===== src/rtl/mas_vedic_combine_pipe_8b.sv =====
// Combines four 4x4 Vedic partial products into a 16-bit 8x8 product.
// Two-stage valid/ready pipeline built on ripple-carry adders.

module mas_full_adder (
  input  logic a_i,
  input  logic b_i,
  input  logic cin_i,
  output logic sum_o,
  output logic cout_o
);
  assign sum_o  = a_i ^ b_i ^ cin_i;
  assign cout_o = (a_i & b_i) | (cin_i & (a_i ^ b_i));
endmodule

module mas_ripple_carry_adder_4b (
  input  logic [3:0] a_i,
  input  logic [3:0] b_i,
  input  logic       cin_i,
  output logic [3:0] sum_o,
  output logic       cout_o
);
  logic [4:0] carry;

  assign carry[0] = cin_i;

  for (genvar i = 0; i < 4; i++) begin : g_bit
    mas_full_adder u_fa (
      .a_i    (a_i[i]),
      .b_i    (b_i[i]),
      .cin_i  (carry[i]),
      .sum_o  (sum_o[i]),
      .cout_o (carry[i+1])
    );
  end

  assign cout_o = carry[4];
endmodule

module mas_ripple_carry_adder_8b (
  input  logic [7:0] a_i,
  input  logic [7:0] b_i,
  input  logic       cin_i,
  output logic [7:0] sum_o,
  output logic       cout_o
);
  logic [8:0] carry;

  assign carry[0] = cin_i;

  for (genvar i = 0; i < 8; i++) begin : g_bit
    mas_full_adder u_fa (
      .a_i    (a_i[i]),
      .b_i    (b_i[i]),
      .cin_i  (carry[i]),
      .sum_o  (sum_o[i]),
      .cout_o (carry[i+1])
    );
  end

  assign cout_o = carry[8];
endmodule

module mas_vedic_combine_pipe_8b #(
  parameter int CNT_W = 16
) (
  input  logic             clk,
  input  logic             rst_n,
  input  logic             in_valid,
  output logic             in_ready,
  input  logic [7:0]       pp0,
  input  logic [7:0]       pp1,
  input  logic [7:0]       pp2,
  input  logic [7:0]       pp3,
  output logic             out_valid,
  input  logic             out_ready,
  output logic [15:0]      product,
  output logic             busy,
  output logic [CNT_W-1:0] prod_cnt
);
  // Handshake: a transfer happens on a cycle where valid && ready are both
  // high at the rising edge; valid never waits on ready, in_ready is a pure
  // function of register state and out_ready, and held output data is stable.

  logic             s1_valid_q, s1_valid_d;
  logic             s2_valid_q, s2_valid_d;
  logic [7:0]       s1_sum_q;
  logic             s1_c_q;
  logic [7:0]       s1_pp0_q;
  logic [7:0]       s1_pp3_q;
  logic [15:0]      prod_q;
  logic [CNT_W-1:0] prod_cnt_q, prod_cnt_d;

  logic             s1_accept;
  logic             s2_load;
  logic             out_fire;
  logic [7:0]       s1_sum;
  logic             s1_c;
  logic [7:0]       mid_sum;
  logic             mid_c;
  logic [3:0]       hi_sum;
  logic             hi_cout;

  assign s2_load   = s1_valid_q && (!s2_valid_q || out_ready);
  assign in_ready  = !s1_valid_q || s2_load;
  assign s1_accept = in_valid && in_ready;
  assign out_fire  = s2_valid_q && out_ready;

  mas_ripple_carry_adder_8b u_s1_add (
    .a_i    (pp1),
    .b_i    (pp2),
    .cin_i  (1'b0),
    .sum_o  (s1_sum),
    .cout_o (s1_c)
  );

  // Middle byte: the upper pp0 nibble and lower pp3 nibble line up with s1.
  mas_ripple_carry_adder_8b u_s2_mid (
    .a_i    ({s1_pp3_q[3:0], s1_pp0_q[7:4]}),
    .b_i    (s1_sum_q),
    .cin_i  (1'b0),
    .sum_o  (mid_sum),
    .cout_o (mid_c)
  );

  mas_ripple_carry_adder_4b u_s2_hi (
    .a_i    (s1_pp3_q[7:4]),
    .b_i    ({3'b000, s1_c_q}),
    .cin_i  (mid_c),
    .sum_o  (hi_sum),
    .cout_o (hi_cout)
  );

  always_comb begin
    s1_valid_d = s1_valid_q;
    if (s1_accept) begin
      s1_valid_d = 1'b1;
    end else if (s2_load) begin
      s1_valid_d = 1'b0;
    end

    s2_valid_d = s2_valid_q;
    if (s2_load) begin
      s2_valid_d = 1'b1;
    end else if (out_fire) begin
      s2_valid_d = 1'b0;
    end

    prod_cnt_d = prod_cnt_q;
    if (out_fire && (prod_cnt_q != {CNT_W{1'b1}})) begin
      prod_cnt_d = prod_cnt_q + CNT_W'(1);
    end
  end

  always_ff @(posedge clk) begin
    if (!rst_n) begin
      s1_valid_q <= 1'b0;
      s2_valid_q <= 1'b0;
      prod_cnt_q <= '0;
    end else begin
      s1_valid_q <= s1_valid_d;
      s2_valid_q <= s2_valid_d;
      prod_cnt_q <= prod_cnt_d;
    end
  end

  // Data registers carry no reset; their contents only matter behind a valid.
  always_ff @(posedge clk) begin
    if (s1_accept) begin
      s1_sum_q <= s1_sum;
      s1_c_q   <= s1_c;
      s1_pp0_q <= pp0;
      s1_pp3_q <= pp3;
    end
    if (s2_load) begin
      prod_q <= {hi_sum, mid_sum, s1_pp0_q[3:0]};
    end
  end

  // Genuine partial products can never carry out of the top nibble.
  a_hi_no_carry : assert property (@(posedge clk) disable iff (!rst_n)
    s1_valid_q |-> !hi_cout);

  assign out_valid = s2_valid_q;
  assign product   = prod_q;
  assign busy      = s1_valid_q || s2_valid_q;
  assign prod_cnt  = prod_cnt_q;

endmodule


===== config.mk =====
export PLATFORM = sky130hd
export DESIGN_NAME = mas_vedic_combine_pipe_8b
export DESIGN_NICKNAME = d
export VERILOG_FILES = /design/src/rtl/mas_vedic_combine_pipe_8b.sv
export SDC_FILE = /design/constraint.sdc
export NUM_CORES = 1
export LEC_CHECK = 0
export CAP_MARGIN = 20
export CORE_MARGIN = 5
export CORE_UTILIZATION = 45
export DETAILED_ROUTE_END_ITERATION = 8
export PLACE_DENSITY = 0.86
export REMOVE_ABC_BUFFERS = 1
export SKIP_CTS_REPAIR_TIMING = 1
export SYNTH_ARGS = -nofsm -noshare
export SYNTH_HDL_FRONTEND = slang
export SYNTH_SLANG_ARGS = --single-unit
export TNS_END_PERCENT = 1

===== constraint.sdc =====
create_clock -name clk -period 4.86 [get_ports clk]
set_clock_uncertainty 0.05 [all_clocks]
set_input_delay 0.729 -clock clk [delete_from_list [all_inputs] [get_ports clk]]
set_output_delay 0.729 -clock clk [all_outputs]
set_load 0.1 [all_outputs]

**Run 1: M2 wires**

(3 px per um)
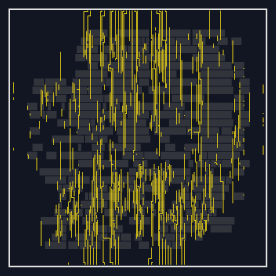
main direction = vertical
wire length on this layer = 2,600 um
nets with wire on the layer = 284
share of all routed wire = 51%
longest straight run = 47.1 um
routed wire length: 5090 um
routing usage on met2: 25.0%
total number of vias: 1,727

**Run 1: sequential cells colored by netlist name**

(6 px per um)
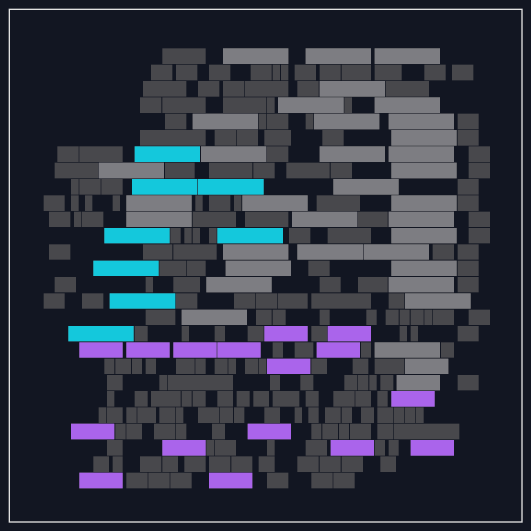
purple -> `prod_cnt`  # sequential cells 16
cyan -> `s1_pp3_q`  # sequential cells 8, where middle left
FF/Latch Area: 1590 um^2
sequential share of cell area: 44.4%

**Run 1: close-up of the layout**

Region (23, 40) to (63, 80) um. Cells in gray, sequential cells in the stronger gray; small squares are vias.
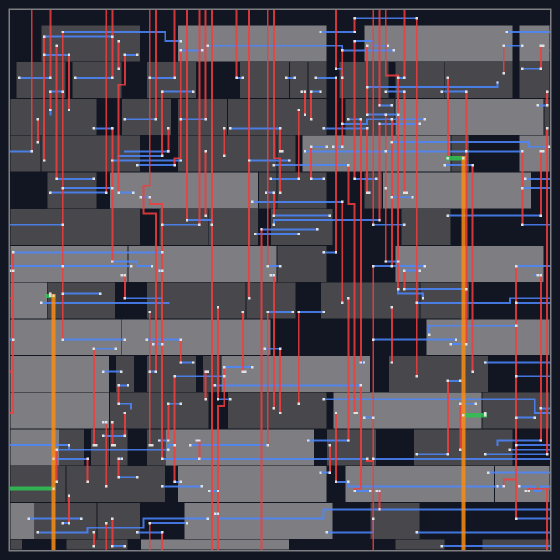
blue -> M1
green -> M3
orange -> M4
red -> M2
most frequent = clkdlybuf4s50_1 (21), edfxtp_1 (20), fa_1 (12)
netlist names of flops here include = `s1_sum_q` (7), `product` (4), `s1_pp0_q` (4)
cells with their middle in the window = 73
sequential cells in the window = 20

**Run 1: gate families picked out**

(6 px per um)
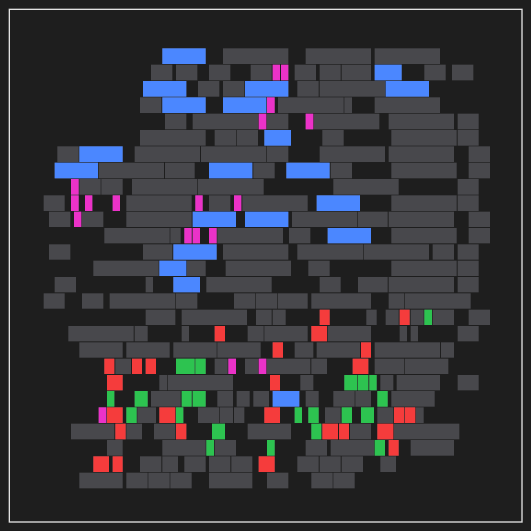
magenta -> inv cells  # cells 18, most used inv_1
green -> nand cells  # cells 22, most used nand3_1
blue -> fa/ha/maj cells  # cells 20, most used fa_1
red -> aoi and oai cells  # cells 26, most used a21oi_1
Non-Filler Instances: 341
top logic cell by instance count in the layout: clkdlybuf4s50_1
fraction of area in multi-input gates: 24.1%

run 1: worst min path at each step:
stage / end / slack (ns)
floorplan: product[0] / 0.35
global placement: product[3] / 0.35
detailed placement: product[3] / 0.36
CTS: product[3] / 0.37
global route: product[3] / 0.38
finish: product[3] / 0.37
run 1: area by class of cell:
type	count	area share, %
Inverter	18	1.88
Timing Repair Buffer	73	20.7
Clock buffer	10	3.56
Clock inverter	6	2.89
Multi-Input combinational cell	103	24.1
Tap cell	72	2.51
Sequential cell	59	44.4
run 1: stage by stage:
step                      power (mW)  hold WS [ns]  std cells  setup WS (ns)
after floorplan                0.736         0.350        180          0.643
after global placement         0.805         0.353        324          0.574
after detailed placement       0.815         0.357        324          0.439
after CTS                       1.33         0.372        340          0.442
after global routing            1.38         0.379        341          0.302
final                           1.32         0.370        341          0.489
run 1: routing by layer:
metal	part of all wire, %	up-vias
met5	0	-
met4	2.7	0
met3	5.3	12
met2	51	46
met1	41	828
li1	-	841
run 1: cells by family after synthesis:
family | share of synthesized area [%]
compound gates | 7.13
xor+xnor | 0.344
fa+ha+maj | 14.3
buf+inv | 3.54
flops | 62.5
mux | 0.393
simple gates | 11.8
run 1: registers in the layout, summed over array words and instances (netlist names):
register,cells
s1_sum_q,8
s1_pp3_q,8
out_valid,1
s1_c_q,1
product,16
s1_pp0_q,8
prod_cnt,16
s1_valid_q,1
run 1: cells in the mapped netlist (all sizes together), types with 3 or more instances:
library cell / instances
edfxtp: 41
dfxtp: 18
inv: 18
fa: 15
a21oi: 12
or4: 10
nand3: 9
o31ai: 9
nand2: 7
ha: 5
nor2: 5
clkbuf: 4
nand4: 4
o21ai: 4
or3: 4
nor4: 3
==> job_summary.md, run 1 <==
### Flow metrics

| Metric | Value |
|---|---|
| Mean Syn Cell Area | `13.8 um^2` |
| Pint | `0.988 mW` |
| WS Path Type | `reg2reg` |
| Fmax | `229 MHz` |
| Post-route design area | `3590 um^2` |
| Synth area leader | `edfxtp_1` |
| Cell count after synthesis | `roughly 190` |
| Pwr top | `sequential cells` |
| Met1 usage | `18.2%` |
| Global routing's busiest layer | `met2` |
| GP Congestion | `approximately 0.83` |
| CTS Buf Count | `9` |
| Asr flop ratio synth | `0%` |
| Die Wd | `around 85 um` |
| Fill cell count | `~420` |
| Nets | `320` |
| CTS tree | `yes` |
| Worst slew pin tran | `1.02 ns` |
| RR Endpoint | `product[15]` |
| Clock tree sinks | `~59` |
| Hold Violations, Final | `0` |
| Synthesized area | `between 2000 and 3000 um^2` |
| PD cells | `368 nW/um^2` |
| RSZ-0062 raised after global routing | `false` |
| Number of diodes | `0` |
| Status | `completed` |
| Placed cell area | `roughly 3300 um^2` |
| Total combinational power | `between 0.2 and 0.25 mW` |
| Synth area leaders | `edfxtp_1 (48%), dfxtp_1 (14%), fa_1 (12%)` |
| Largest net degree at the start of global routing | `26` |
| Combinational share of power | `approximately 16%` |
| Count of library flops with an enable pin | `41` |
| Post-synth top flop | `edfxtp_1` |
| Worst path bufs/invs | `2` |
| Detailed placement HPWL | `slightly below 4000 um` |
| Tool Warnings | `25` |
| Switching Share | `about a quarter` |
| WP data arrival | `~4.4 ns` |
## Run 2: what changed since run 1
--- a/config.mk
+++ b/config.mk
@@ -8,6 +8,7 @@
 export CAP_MARGIN = 20
 export CORE_MARGIN = 5
 export CORE_UTILIZATION = 45
+export CTS_BUF_LIST = sky130_fd_sc_hd__clkbuf_2
 export DETAILED_ROUTE_END_ITERATION = 8
 export PLACE_DENSITY = 0.86
 export REMOVE_ABC_BUFFERS = 1
==> run 2 against run 1 <==
Effect of this change:
- wire length up 1.1%
- clock power down 24%
- die size is the same
==> job_summary.md, run 2 <==
### Flow metrics

| Metric | Value |
|---|---|
| WS Path Type | `reg2reg` |
| Fmax | `228 MHz (-0.31%)` |
| Clock tree sinks | `59 (unchanged)` |
| RSZ-0062 raised after global routing | `false` |
| Global routing's busiest layer | `met2` |
| Asr flop ratio synth | `0% (unchanged)` |
| CTS tree | `yes` |
| PD cells | `340 nW/um^2 (-7.5%)` |
| WP data arrival | `4.55 ns (+0.15 ns)` |
| Hold Path End | `product[3]` |
| Fill cell count | `432 (+2.9%)` |
| Number of diodes | `0 (unchanged)` |
| Synth area leader | `edfxtp_1` |
| Status | `completed` |
| Worst slew pin tran | `1.02 ns (-0.000736 ns)` |
| RR Endpoint | `product[15]` |
| Met1 usage | `18.0% (-0.13 points)` |
| Dpl cells | `324 (unchanged)` |
| Mux share | `0.393% (unchanged)` |
| Simple-Gate Area Share | `11.8% (unchanged)` |
| Cell count after synthesis | `185 (unchanged)` |
| Die Wd | `85.2 um (unchanged)` |
| GP Congestion | `0.831 (unchanged)` |
| Detailed placement HPWL | `3880 um (unchanged)` |
| Post-synth top cells | `edfxtp_1 (41), dfxtp_1 (18), inv_1 (18), fa_1 (15), a21oi_1 (12)` |
| Hold Violations, Final | `0 (unchanged)` |
run 2: cell counts after synthesis:
No cell type changed its count.
run 2: worst max-delay path: stages (launching register included):
cell,delay [ns]
edfxtp_1,0.41
ha_1,0.22
fa_1,0.41
fa_1,0.40
fa_1,0.39
fa_1,0.39
fa_1,0.39
fa_1,0.37
inv_1,0.07
fa_1,0.15
inv_1,0.04
fa_1,0.36
ha_1,0.19
ha_1,0.18
xor2_1,0.15
run 2: final cells by class:
type / instances / area (um^2) / area share (%)
clock buffer: 10 / 50.0 / 1.43
clock inverter: 6 / 104 / 2.96
inverter: 18 / 67.6 / 1.92
multi-input combinational: 103 / 865 / 24.6
sequential: 59 / 1590 / 45.3
tap: 72 / 90.1 / 2.57
timing repair buffer: 73 / 743 / 21.2
run 2: through the flow:
| stage | setup WS, ns | cell area (um^2) | hold WS (ns) | util (%) | power [mW] |
|---|---|---|---|---|---|
| floorplan | 0.643 | 2520 | 0.350 | - | 0.736 |
| global placement | 0.574 | 3330 | 0.353 | 60.5 | 0.805 |
| detailed placement | 0.439 | 3330 | 0.357 | 60.5 | 0.815 |
| CTS | 0.435 | 3480 | 0.392 | 63.3 | 1.20 |
| global route | 0.295 | 3510 | 0.407 | 63.8 | 1.25 |
| finish | 0.475 | 3510 | 0.395 | 63.8 | 1.19 |
run 2: power breakdown:
part / internal [mW] / leakage [nW] / total [mW] / switching (mW)
Combinational: 0.0715 / 0.624 / 0.211 / 0.140
Sequential: 0.579 / 0.540 / 0.592 / 0.0128
Clock: 0.221 / 0.0933 / 0.391 / 0.170
run 2: routing by layer:
metal	vias to the layer above	part of all wire [%]
li1	842	-
met1	862	41
met5	-	0
met3	6	4.9
met4	0	1.7
met2	48	53
**Run 2: gate families picked out**

(6 px per um)
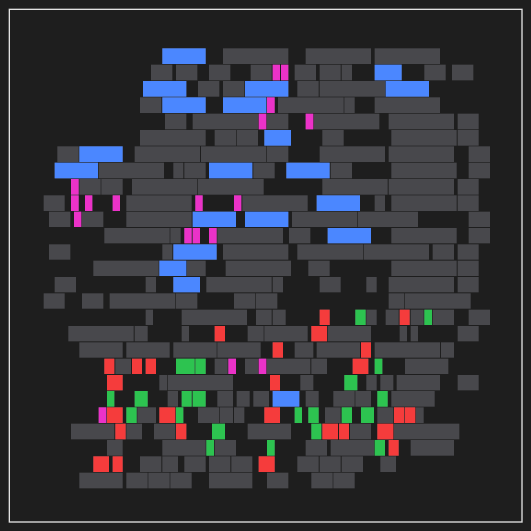
magenta -> inv cells  # cells 18, most used inv_1
blue -> fa/ha/maj cells  # cells 20, most used fa_1
red -> aoi and oai cells  # cells 26, most used a21oi_1
green -> nand cells  # cells 22, most used nand3_1
fraction of area in multi-input gates: 24.6%

**Run 2: routing congestion**

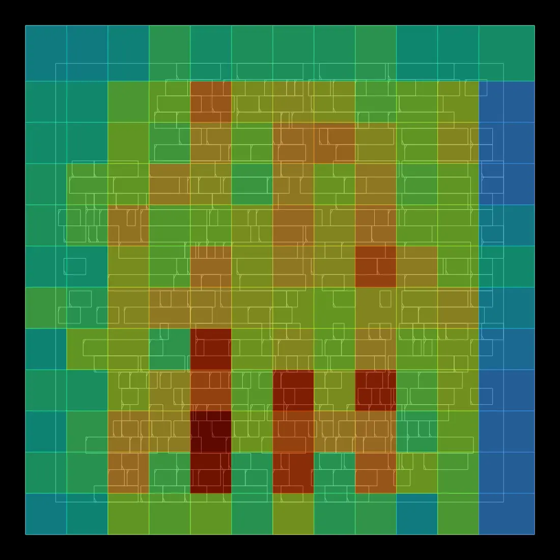
routing usage on met2: 25.1%
post-route core utilization: 63.8%

## Run 3: what changed since run 2
--- a/config.mk
+++ b/config.mk
@@ -7,11 +7,10 @@
 export LEC_CHECK = 0
 export CAP_MARGIN = 20
 export CORE_MARGIN = 5
-export CORE_UTILIZATION = 45
+export CORE_UTILIZATION = 40
 export CTS_BUF_LIST = sky130_fd_sc_hd__clkbuf_2
 export DETAILED_ROUTE_END_ITERATION = 8
-export PLACE_DENSITY = 0.86
-export REMOVE_ABC_BUFFERS = 1
+export PLACE_DENSITY = 0.79
 export SKIP_CTS_REPAIR_TIMING = 1
 export SYNTH_ARGS = -nofsm -noshare
 export SYNTH_HDL_FRONTEND = slang
**Run 3: gate families picked out**

(6 px per um)
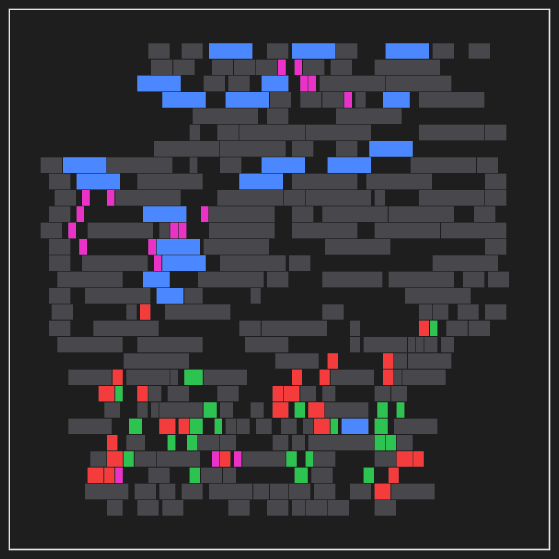
fraction of area in multi-input gates: 24.4%
Non-Filler Instances: 345

**Run 3: close-up of the layout**

Region (25, 43) to (65, 83) um. Cells in gray, sequential cells in the stronger gray; small squares are vias.
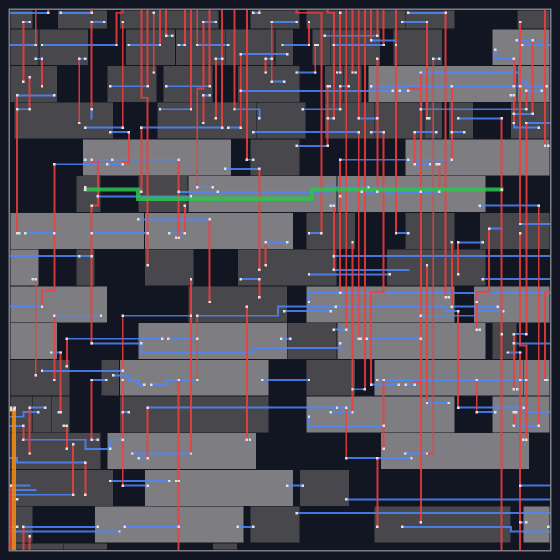

==> run 3 against run 2 <==
Effect of this change:
- global-route usage decreased by 2.0 points
- critical endpoint unchanged
- via count decreased by 0.23%
- clock-buffer cell count down 1
- critical path type unchanged
- largest power group unchanged
==> job_summary.md, run 3 <==
### Flow metrics

| Metric | Value |
|---|---|
| Hold slack | `0.398 ns (+0.00288 ns)` |
| Total power | `1.24 mW (+4.2%)` |
| Switching Share | `26.2% (-0.81 points)` |
| CTS tree | `yes` |
| Post-route core utilization | `56.3% (-7.4 points)` |
| Post-route design area | `3540 um^2 (+0.75%)` |
| Post-synth top cells | `edfxtp_1 (41), dfxtp_1 (18), inv_1 (18), fa_1 (15), a21oi_1 (12)` |
| Die Wd | `89.8 um (+5.4%)` |
| Crit path cell chain | `ha_1 > fa_1 > fa_1 > fa_1 > fa_1 > fa_1 > fa_1 > inv_1 > fa_1 > inv_1 > fa_1 > ha_1 > ha_1 > xor2_1` |
| Status | `completed` |
| Clock Power Share | `35.7% (+2.9 points)` |
| Slowest Stage Delay on Critical Path | `0.42 ns (about the same)` |
| RSZ-0062 raised after global routing | `false` |
| Synth area leader | `edfxtp_1` |
| WP data arrival | `4.59 ns (+0.04 ns)` |
| PD cells | `352 nW/um^2 (+3.4%)` |
| Most frequent CP cell | `fa_1` |
| Placed cell area | `3340 um^2 (+0.19%)` |
| Clock tree sinks | `59 (unchanged)` |
| Sequential share of power | `47.5% (-2.1 points)` |
| Hold Path End | `product[1]` |
| Cell count after synthesis | `185 (unchanged)` |
| Number of diodes | `0 (unchanged)` |
| Hold Violations, Final | `0 (unchanged)` |
| Pint | `0.918 mW (+5.3%)` |
| Combinational share of power | `16.8% (-0.9 points)` |
| Switch Pwr | `0.326 mW (+1.0%)` |
-- run 3: kinds of logic after synthesis --
family                     synth area share (%)
muxes                                     0.393
buffers and inverters                      3.54
AOI/OAI and AO/OA                          7.13
adders and majority gates                  14.3
xor gates and xnor gates                  0.344
and+or+nand+nor                            11.8
DFF                                        62.5
-- run 3: power groups by stage --
stage,sequential [mW],combinational [mW],clock [mW]
after CTS,0.593,0.209,0.457
after detailed placement,0.604,0.208,0
after global routing,0.595,0.227,0.483
after floorplan,0.687,0.0488,0
final,0.591,0.209,0.444
after global placement,0.603,0.203,0
-- run 3: worst max path at each step --
stage           startpoint           to  slack, ns
2_1_floorplan  s1_pp0_q[4]  product[15]       0.64
5_1_grt        s1_pp0_q[4]  product[15]       0.26
4_1_cts        s1_pp0_q[4]  product[15]       0.41
3_3_place_gp   s1_pp0_q[4]  product[15]       0.56
3_5_place_dp   s1_pp0_q[4]  product[15]       0.44
6_report       s1_pp0_q[4]  product[15]       0.45
-- run 3: critical path: cells and delay by family (launching register included) --
kind	cells	cell delay, ns
xor gates and xnor gates	1	0.16
adders and majority gates	11	3.42
buffers and inverters	2	0.13
DFF	1	0.42
-- run 3: final cells by class --
class / instances / area, um^2
clock buffer: 9 / 45.0
clock inverter: 6 / 129
fill: 521 / 2740
inverter: 18 / 67.6
multi-input combinational: 103 / 865
sequential: 59 / 1590
tap: 77 / 96.3
timing repair buffer: 73 / 743
-- run 3: metal layers --
layer  global-route usage (%)  vias up  wire length [um]
met4                     7.43        0               120
met2                     20.7       64              2550
li1                         -      842                 -
met1                     15.9      837              2000
met5                        0        -                 0
met3                     4.01       11               326
No activity file was given, so power comes from the tool's default toggle rates.
